Congestion heat map:
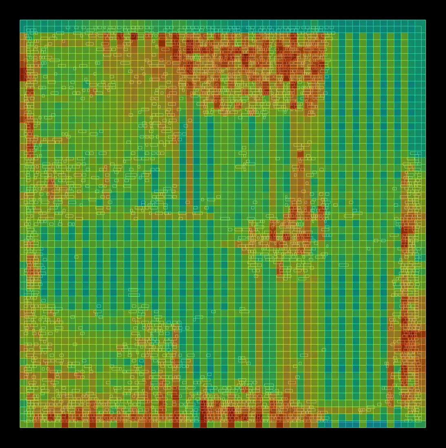
Clock wires, drivers and flops:
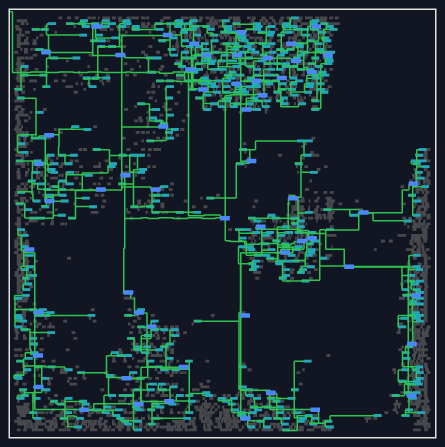
Cells by drive strength:
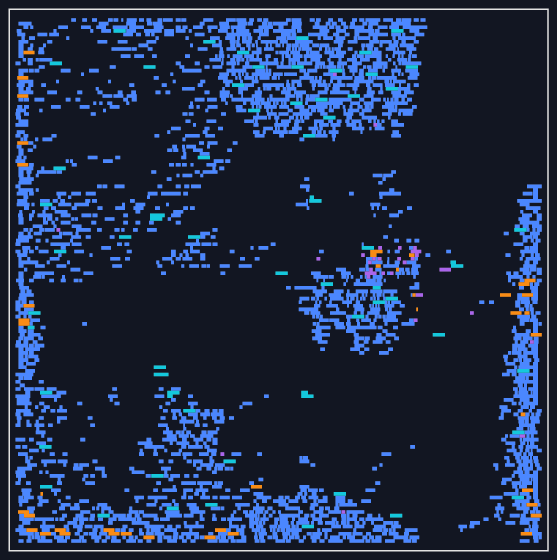
The metal 3 layer:
Cells faint in the background.
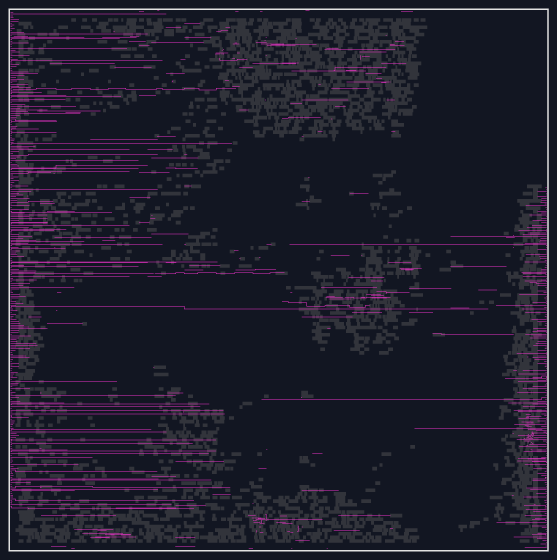
File: src/rtl/stage_memory_if.sv
// Data-bus interface between the memory stage and the data memory.
// Single outstanding beat: the master raises req and holds we/addr/wdata
// stable until the slave answers with ack (rdata valid with ack on reads).
interface stage_memory_if #(
   parameter int DATA_W = 32
);
   logic              req;
   logic              we;
   logic [31:0]       addr;
   logic [DATA_W-1:0] wdata;
   logic              ack;
   logic [DATA_W-1:0] rdata;

   modport master (
      output req, we, addr, wdata,
      input  ack, rdata
   );

   modport slave (
      input  req, we, addr, wdata,
      output ack, rdata
   );
endinterface

File: src/rtl/stage_memory.sv
// Memory stage of the 5-stage vector-capable pipeline.
// Runs scalar (1-beat) or vector (LANES-beat) loads/stores over a one-lane
// req/ack bus, stalls the upstream stages while an access is in flight, and
// owns the MEM/WB pipeline register.
// Optional feature macro: MEM_ALIGN_CHECK_EN (misaligned accesses skip the
// bus, retire without writeback and raise the sticky misalign_err flag).
module stage_memory #(
   parameter int DATA_W    = 32,
   parameter int LANES     = 4,
   parameter int ADDR_STEP = 4
) (
   input  logic                     clk,
   input  logic                     reset,
   input  logic [31:0]              mem_instr,
   input  logic                     mem_reg_write,
   input  logic                     mem_mem_write,
   input  logic                     mem_mem_read,
   input  logic [1:0]               mem_result_src,
   input  logic                     mem_vector_op,
   input  logic [DATA_W*LANES-1:0]  mem_alu_result,
   input  logic [DATA_W*LANES-1:0]  mem_write_data,
   input  logic [31:0]              mem_pc_plus_4,
   input  logic [DATA_W*LANES-1:0]  mem_imm_ext,
   input  logic [4:0]               mem_rd,
   output logic                     mem_stall,
   stage_memory_if.master           dbus,
   output logic [31:0]              wb_instr,
   output logic                     wb_reg_write,
   output logic [1:0]               wb_result_src,
   output logic                     wb_vector_op,
   output logic [DATA_W*LANES-1:0]  wb_alu_result,
   output logic [DATA_W*LANES-1:0]  wb_read_data,
   output logic [31:0]              wb_pc_plus_4,
   output logic [DATA_W*LANES-1:0]  wb_imm_ext,
   output logic [4:0]               wb_rd,
   output logic                     misalign_err
);

   localparam int VEC_W  = DATA_W * LANES;
   localparam int BEAT_W = (LANES > 1) ? $clog2(LANES) : 1;

   typedef enum logic [1:0] {
      IDLE = 2'd0,
      BUSY = 2'd1,
      DONE = 2'd2
   } state_t;

   state_t              state_q, state_d;
   logic [BEAT_W-1:0]   beat_q, beat_d;
   logic [VEC_W-1:0]    rbuf_q, rbuf_d;

   logic                mem_op;
   logic                is_write;
   logic                is_load;
   logic [BEAT_W-1:0]   last_beat;
   logic [31:0]         beat_off;
   logic                misaligned;
   logic                fault_ret;

   logic                bus_req;
   logic                bus_we;
   logic [31:0]         bus_addr;
   logic [DATA_W-1:0]   bus_wdata;

   logic [31:0]         wb_instr_q, wb_instr_d;
   logic                wb_reg_write_q, wb_reg_write_d;
   logic [1:0]          wb_result_src_q, wb_result_src_d;
   logic                wb_vector_op_q, wb_vector_op_d;
   logic [VEC_W-1:0]    wb_alu_result_q, wb_alu_result_d;
   logic [VEC_W-1:0]    wb_read_data_q, wb_read_data_d;
   logic [31:0]         wb_pc_plus_4_q, wb_pc_plus_4_d;
   logic [VEC_W-1:0]    wb_imm_ext_q, wb_imm_ext_d;
   logic [4:0]          wb_rd_q, wb_rd_d;

   // Store wins when both read and write are flagged.
   assign mem_op    = mem_mem_read | mem_mem_write;
   assign is_write  = mem_mem_write;
   assign is_load   = mem_mem_read & ~mem_mem_write;
   assign last_beat = mem_vector_op ? BEAT_W'(LANES - 1) : '0;
   assign beat_off  = 32'(ADDR_STEP) * {{(32-BEAT_W){1'b0}}, beat_q};

`ifdef MEM_ALIGN_CHECK_EN
   logic fault_q, fault_d;
   logic err_q, err_d;

   // Detect misalignment; fault_q marks the DONE cycle of a skipped access.
   always_comb begin
      misaligned = mem_vector_op ? (mem_alu_result[3:0] != 4'd0)
                                 : (mem_alu_result[1:0] != 2'd0);
      fault_d    = (state_q == IDLE) && mem_op && misaligned;
      err_d      = err_q | fault_d;
   end

   // Fault marker and sticky error flag, cleared only by reset.
   always_ff @(posedge clk) begin
      if (!reset) begin
         fault_q <= 1'b0;
         err_q   <= 1'b0;
      end else begin
         fault_q <= fault_d;
         err_q   <= err_d;
      end
   end

   assign fault_ret    = fault_q;
   assign misalign_err = err_q;
`else
   assign misaligned   = 1'b0;
   assign fault_ret    = 1'b0;
   assign misalign_err = 1'b0;
`endif

   // Access sequencer: next state, beat counter, read capture, bus drive, stall.
   always_comb begin
      state_d   = state_q;
      beat_d    = beat_q;
      rbuf_d    = rbuf_q;
      mem_stall = 1'b0;
      bus_req   = 1'b0;
      bus_we    = 1'b0;
      bus_addr  = '0;
      bus_wdata = '0;
      unique case (state_q)
         IDLE: begin
            if (mem_op) begin
               mem_stall = 1'b1;
               beat_d    = '0;
               state_d   = misaligned ? DONE : BUSY;
            end
         end
         BUSY: begin
            // Outputs depend only on beat_q and the held EX/MEM inputs, so
            // they stay stable across wait cycles.
            mem_stall = 1'b1;
            bus_req   = 1'b1;
            bus_we    = is_write;
            bus_addr  = mem_alu_result[31:0] + beat_off;
            bus_wdata = mem_write_data[beat_q*DATA_W +: DATA_W];
            if (dbus.ack) begin
               rbuf_d[beat_q*DATA_W +: DATA_W] = dbus.rdata;
               if (beat_q == last_beat) begin
                  state_d = DONE;
                  beat_d  = '0;
               end else begin
                  beat_d = beat_q + BEAT_W'(1);
               end
            end
         end
         DONE: begin
            state_d = IDLE;
         end
         default: begin
            state_d = IDLE;
         end
      endcase
      // Nothing is stalled or requested while reset is held.
      if (!reset) begin
         mem_stall = 1'b0;
         bus_req   = 1'b0;
         bus_we    = 1'b0;
         bus_addr  = '0;
         bus_wdata = '0;
      end
   end

   assign dbus.req   = bus_req;
   assign dbus.we    = bus_we;
   assign dbus.addr  = bus_addr;
   assign dbus.wdata = bus_wdata;

   // Sequencer state; a reset mid-access abandons it.
   always_ff @(posedge clk) begin
      if (!reset) begin
         state_q <= IDLE;
         beat_q  <= '0;
         rbuf_q  <= '0;
      end else begin
         state_q <= state_d;
         beat_q  <= beat_d;
         rbuf_q  <= rbuf_d;
      end
   end

   // MEM/WB next value: pass through when not stalled, otherwise a bubble.
   always_comb begin
      wb_instr_d      = '0;
      wb_reg_write_d  = 1'b0;
      wb_result_src_d = '0;
      wb_vector_op_d  = 1'b0;
      wb_alu_result_d = '0;
      wb_read_data_d  = '0;
      wb_pc_plus_4_d  = '0;
      wb_imm_ext_d    = '0;
      wb_rd_d         = '0;
      if (!mem_stall) begin
         wb_instr_d      = mem_instr;
         wb_reg_write_d  = mem_reg_write & ~fault_ret;
         wb_result_src_d = mem_result_src;
         wb_vector_op_d  = mem_vector_op;
         wb_alu_result_d = mem_alu_result;
         wb_pc_plus_4_d  = mem_pc_plus_4;
         wb_imm_ext_d    = mem_imm_ext;
         wb_rd_d         = mem_rd;
         // An unstalled load is always in DONE, so rbuf_q holds its data.
         if (is_load && !fault_ret) begin
            wb_read_data_d = mem_vector_op ? rbuf_q
                           : {{(VEC_W-DATA_W){1'b0}}, rbuf_q[DATA_W-1:0]};
         end
      end
   end

   // MEM/WB pipeline register.
   always_ff @(posedge clk) begin
      if (!reset) begin
         wb_instr_q      <= '0;
         wb_reg_write_q  <= 1'b0;
         wb_result_src_q <= '0;
         wb_vector_op_q  <= 1'b0;
         wb_alu_result_q <= '0;
         wb_read_data_q  <= '0;
         wb_pc_plus_4_q  <= '0;
         wb_imm_ext_q    <= '0;
         wb_rd_q         <= '0;
      end else begin
         wb_instr_q      <= wb_instr_d;
         wb_reg_write_q  <= wb_reg_write_d;
         wb_result_src_q <= wb_result_src_d;
         wb_vector_op_q  <= wb_vector_op_d;
         wb_alu_result_q <= wb_alu_result_d;
         wb_read_data_q  <= wb_read_data_d;
         wb_pc_plus_4_q  <= wb_pc_plus_4_d;
         wb_imm_ext_q    <= wb_imm_ext_d;
         wb_rd_q         <= wb_rd_d;
      end
   end

   assign wb_instr      = wb_instr_q;
   assign wb_reg_write  = wb_reg_write_q;
   assign wb_result_src = wb_result_src_q;
   assign wb_vector_op  = wb_vector_op_q;
   assign wb_alu_result = wb_alu_result_q;
   assign wb_read_data  = wb_read_data_q;
   assign wb_pc_plus_4  = wb_pc_plus_4_q;
   assign wb_imm_ext    = wb_imm_ext_q;
   assign wb_rd         = wb_rd_q;

endmodule

File: src/flat_wrapper.sv
// flat-port wrapper written by rule: the top's interface ports become plain ports
module stage_memory_flat 
#(
   parameter int DATA_W    = 32,
   parameter int LANES     = 4,
   parameter int ADDR_STEP = 4
)
  (clk, reset, mem_instr, mem_reg_write, mem_mem_write, mem_mem_read, mem_result_src, mem_vector_op, mem_alu_result, mem_write_data, mem_pc_plus_4, mem_imm_ext, mem_rd, mem_stall, wb_instr, wb_reg_write, wb_result_src, wb_vector_op, wb_alu_result, wb_read_data, wb_pc_plus_4, wb_imm_ext, wb_rd, misalign_err, dbus_req, dbus_we, dbus_addr, dbus_wdata, dbus_ack, dbus_rdata);
  stage_memory_if #(.DATA_W(DATA_W)) dbus_i ();
  input  logic clk;
  input  logic reset;
  input  logic [31:0] mem_instr;
  input  logic mem_reg_write;
  input  logic mem_mem_write;
  input  logic mem_mem_read;
  input  logic [1:0] mem_result_src;
  input  logic mem_vector_op;
  input  logic [DATA_W*LANES-1:0] mem_alu_result;
  input  logic [DATA_W*LANES-1:0] mem_write_data;
  input  logic [31:0] mem_pc_plus_4;
  input  logic [DATA_W*LANES-1:0] mem_imm_ext;
  input  logic [4:0] mem_rd;
  output logic mem_stall;
  output logic [31:0] wb_instr;
  output logic wb_reg_write;
  output logic [1:0] wb_result_src;
  output logic wb_vector_op;
  output logic [DATA_W*LANES-1:0] wb_alu_result;
  output logic [DATA_W*LANES-1:0] wb_read_data;
  output logic [31:0] wb_pc_plus_4;
  output logic [DATA_W*LANES-1:0] wb_imm_ext;
  output logic [4:0] wb_rd;
  output logic misalign_err;
  output wire logic [$bits(dbus_i.req)-1:0] dbus_req;
  output wire logic [$bits(dbus_i.we)-1:0] dbus_we;
  output wire logic [$bits(dbus_i.addr)-1:0] dbus_addr;
  output wire logic [$bits(dbus_i.wdata)-1:0] dbus_wdata;
  input wire logic [$bits(dbus_i.ack)-1:0] dbus_ack;
  input wire logic [$bits(dbus_i.rdata)-1:0] dbus_rdata;
  assign dbus_req = dbus_i.req;
  assign dbus_we = dbus_i.we;
  assign dbus_addr = dbus_i.addr;
  assign dbus_wdata = dbus_i.wdata;
  assign dbus_i.ack = dbus_ack;
  assign dbus_i.rdata = dbus_rdata;
  stage_memory #(.DATA_W(DATA_W), .LANES(LANES), .ADDR_STEP(ADDR_STEP)) u_core (.clk(clk), .reset(reset), .mem_instr(mem_instr), .mem_reg_write(mem_reg_write), .mem_mem_write(mem_mem_write), .mem_mem_read(mem_mem_read), .mem_result_src(mem_result_src), .mem_vector_op(mem_vector_op), .mem_alu_result(mem_alu_result), .mem_write_data(mem_write_data), .mem_pc_plus_4(mem_pc_plus_4), .mem_imm_ext(mem_imm_ext), .mem_rd(mem_rd), .mem_stall(mem_stall), .dbus(dbus_i), .wb_instr(wb_instr), .wb_reg_write(wb_reg_write), .wb_result_src(wb_result_src), .wb_vector_op(wb_vector_op), .wb_alu_result(wb_alu_result), .wb_read_data(wb_read_data), .wb_pc_plus_4(wb_pc_plus_4), .wb_imm_ext(wb_imm_ext), .wb_rd(wb_rd), .misalign_err(misalign_err));
endmodule
File: config.mk
export PLATFORM = sky130hd
export DESIGN_NAME = stage_memory_flat
export DESIGN_NICKNAME = d
export VERILOG_FILES = /design/src/rtl/stage_memory_if.sv /design/src/rtl/stage_memory.sv /design/src/flat_wrapper.sv
export SDC_FILE = /design/constraint.sdc
export NUM_CORES = 1
export LEC_CHECK = 0
export CORE_AREA = 4 4 400 402
export CTS_CLUSTER_DIAMETER = 150
export CTS_CLUSTER_SIZE = 12
export DETAILED_ROUTE_END_ITERATION = 16
export DIE_AREA = 0 0 404 406
export SYNTH_ARGS = -nofsm -noshare
export SYNTH_HDL_FRONTEND = slang
export SYNTH_SLANG_ARGS = --single-unit
File: constraint.sdc
create_clock -name clk -period 6.04 [get_ports clk]
set_input_delay 0.906 -clock clk [delete_from_list [all_inputs] [get_ports clk]]
set_output_delay 0.906 -clock clk [all_outputs]
set_load 0.01 [all_outputs]
==> flow_summary.toml <==
# physical design summary
[run_status]
outcome = "finished clean"

[final_timing]
slew_headroom_pct = 15.32
slew_viol_final = 0
holdWs_ns = 0.4081
period_needed_ns = 5.102
finalHoldViolations = 0
tightestPinTransition_ns = 1.270
rsz0062_at_grt = "false"
finalClockPeriodUsage_pct = 84.48
clock.fmax_mhz = 196.0
fin_tns_setup_ns = 0
setup_viol = 0

[worst_setup_path]
crit_start = "mem_alu_result[3]"
end_kind = "output port"
r2r_slack_ns = 2.40
r2r_start = "u_core.beat_q[0]"
crit_end = "dbus_addr[31]"
worstPathRequired_ns = 5.13
ff2ff_path_depth = 7
path_class = "in2out"
reg2reg_to = "u_core.rbuf_q[26]"
crit_path_max_fanout = 17
worstSetupStartpointType = "input port"
worst_ep_arrival_time_ns = 4.20

[synthesis]
ys.flops = 589
synthDistinctLibCells = 41
syn_nets = 2291
common_cells = "589 x dfxtp_1, 498 x and2_1, 149 x a21oi_1, 140 x nand2_1, 136 x nand3_1"
top_logic_kind = "simple AND/OR/NAND/NOR gates"
syn_inst = 1789
yosysWarnings = 0
ys_top_cells_by_area = "dfxtp_1 62%, and2_1 17%, a21oi_1 4.0%"
largest_area_cell = "dfxtp_1"
synthArstFlopShare_pct = 0
edf_count = 0
yosys_area_sq_um = 18870
ys.flop_type = "dfxtp_1"
synth.avg_cell_area_sq_um = 10.55
synthAoiAreaFrac_pct = 4.813
ys_cells = 1789
netlist_area_sq_um = 18870
fa_ha_area_share_pct = 0.5701
ys_sh_xor_pct = 0.4641
ys_sh_mux_pct = 3.819
simple_gate_share_pct = 25.03
ys_seq_share_pct = 62.48
top_cell = "dfxtp_1"
top_area_share_pct = 62.48

[pwr]
powerDensity_nw_per_um2 = 255.2
vdd_drop_max_uv = 211.7
leakagePower_nw = 11.58
p_total_mw = 8.415

[cts]
post_cts_buffers = 0
h-tree-depth = 2
cts_buffers = 57
cts-resized-gates = 0
clkTransAtPathRegs_ns = 0.07
cts.sinks = 589
cts_root_buf = "clkbuf_16"
cts_tree = "done"
cts_hold_buf = 0

[placement]
io_buffers = 1017
place.gp.congestion = 0.9032
place_ws_ns = 0.9624
post_dp_cell_area_sq_um = 31370
dp_hpwl_um = 97470

[worst_hold_path]
hold_path.startpoint = "u_core.rbuf_q[70]"
holdPathStages = 1
holdPathEnd = "u_core.wb_read_data[70]"

[drt]
avgViaCountPerCell = 3.515
route.detailed.drc = 0
post_drt_wl_per_cell_um = 24.57
antenna_left = 0
dr.pass1.iters = 6
drt-initial-drc-count = 927

[layout]
final_common_cell = "clkdlybuf4s50_1"
fillers = 17010
drive_gt1_share_pct = 5.009
layout.nets = 3268
finalInstanceArea_sq_um = 32970
final_cell_mix = "1,017 x clkdlybuf4s50_1, 587 x dfxtp_1, 498 x and2_1, 149 x a21oi_1, 140 x nand2_1"

[floorplanning]
placementRows = 145
die-area_sq_um = 164000
die-width_um = 404
fp_util_pct = 12.10
top_level_ports = 1019

[global_routing]
grt.overflow.total = 0
grt_pass1_wl_um = 155000
grt_usage_pct = 13.89
grt_max_degree = 102

[run]
warnings = 39
cap_violations = 0
About 'congestion heat map':
Final Core Density: 21.13%
met3 global-route usage: 6.398%

About 'clock wires, drivers and flops':
[cyan] flip-flops | count: 589
[green] clock wires | length: 9,550 um
[blue] clock drivers | count: 57
routed clock nets: 58
flops lie: widely spread
Clock group: 3.35 mW
Latency at later pin: 0.71 ns
Worst Clk Skew: 0.07662 ns
clock network fraction of design power: 39.8%

About 'cells by drive strength':
[purple] _3 and _4 cells | cells: 31 | most used: buf_4
[blue] _0 and _1 cells | cells: 2,636 | most used: clkdlybuf4s50_1
[cyan] _6 and larger | cells: 65 | most used: clkbuf_16
[orange] _2 cells | cells: 43 | most used: mux4_2
final setup margin: 0.9375 ns
Repair and plain buffers: 1,043

About 'the metal 3 layer':
wire length on this layer: 12,600 um
nets with wire on the layer: 575
share of all routed wire: 11%
main direction: horizontal
WL final: 119,000 um
Vias: 17,030

power by group:
part           switching [mW]  internal (mW)  total, mW
registers              0.0419           4.00       4.04
clock network            1.63           1.72       3.35
logic                   0.450          0.579       1.03
total                    2.12           6.29       8.42
metal layers:
metal	part of all wire (%)	vias up	routed length [um]	GRT usage, %
met3	11	173	12650	6.398
met5	0.23	-	277	0
met2	50	825	59130	24.75
li1	-	7736	-	-
met1	37	8250	44060	14.89
met4	2.4	42	2916	3.377
layout make-up:
cell class / count / area (sq um) / share of cell area, %
Inverter: 10 / 40.04 / 0.1214
Clock inverter: 7 / 112.6 / 0.3415
Tap cell: 2058 / 2575 / 7.810
Clock buffer: 61 / 1461 / 4.432
Timing Repair Buffer: 1043 / 10380 / 31.47
Multi-Input combinational cell: 1065 / 6581 / 19.96
Sequential cell: 589 / 11800 / 35.78
Antenna cell: 11 / 27.53 / 0.08349
registers in the layout, indices dropped and copies added (netlist names):
signal / cells
u_core.rbuf_q: 128
u_core.wb_alu_result: 128
u_core.wb_imm_ext: 128
u_core.wb_read_data: 128
u_core.wb_instr: 32
u_core.wb_pc_plus_4: 32
u_core.wb_rd: 5
u_core.beat_q: 2
u_core.state_q: 2
u_core.wb_result_src: 2
u_core.wb_reg_write: 1
u_core.wb_vector_op: 1
stage by stage:
stage	util (%)	std cells
3_3_place_gp	20.11	4765
2_1_floorplan	-	1789
6_report	21.13	4844
5_1_grt	21.11	4833
4_1_cts	21.11	4833
3_5_place_dp	20.11	4765
critical path, stage by stage:
cell and delay [ns]:
clkdlybuf4s50_1 0.49, ha_1 0.32, a21oi_1 0.16, or4_1 0.96, or4_1 0.61, a21oi_1 0.15
clkdlybuf4s50_1 0.57
Power and IR drop assume default switching activity.
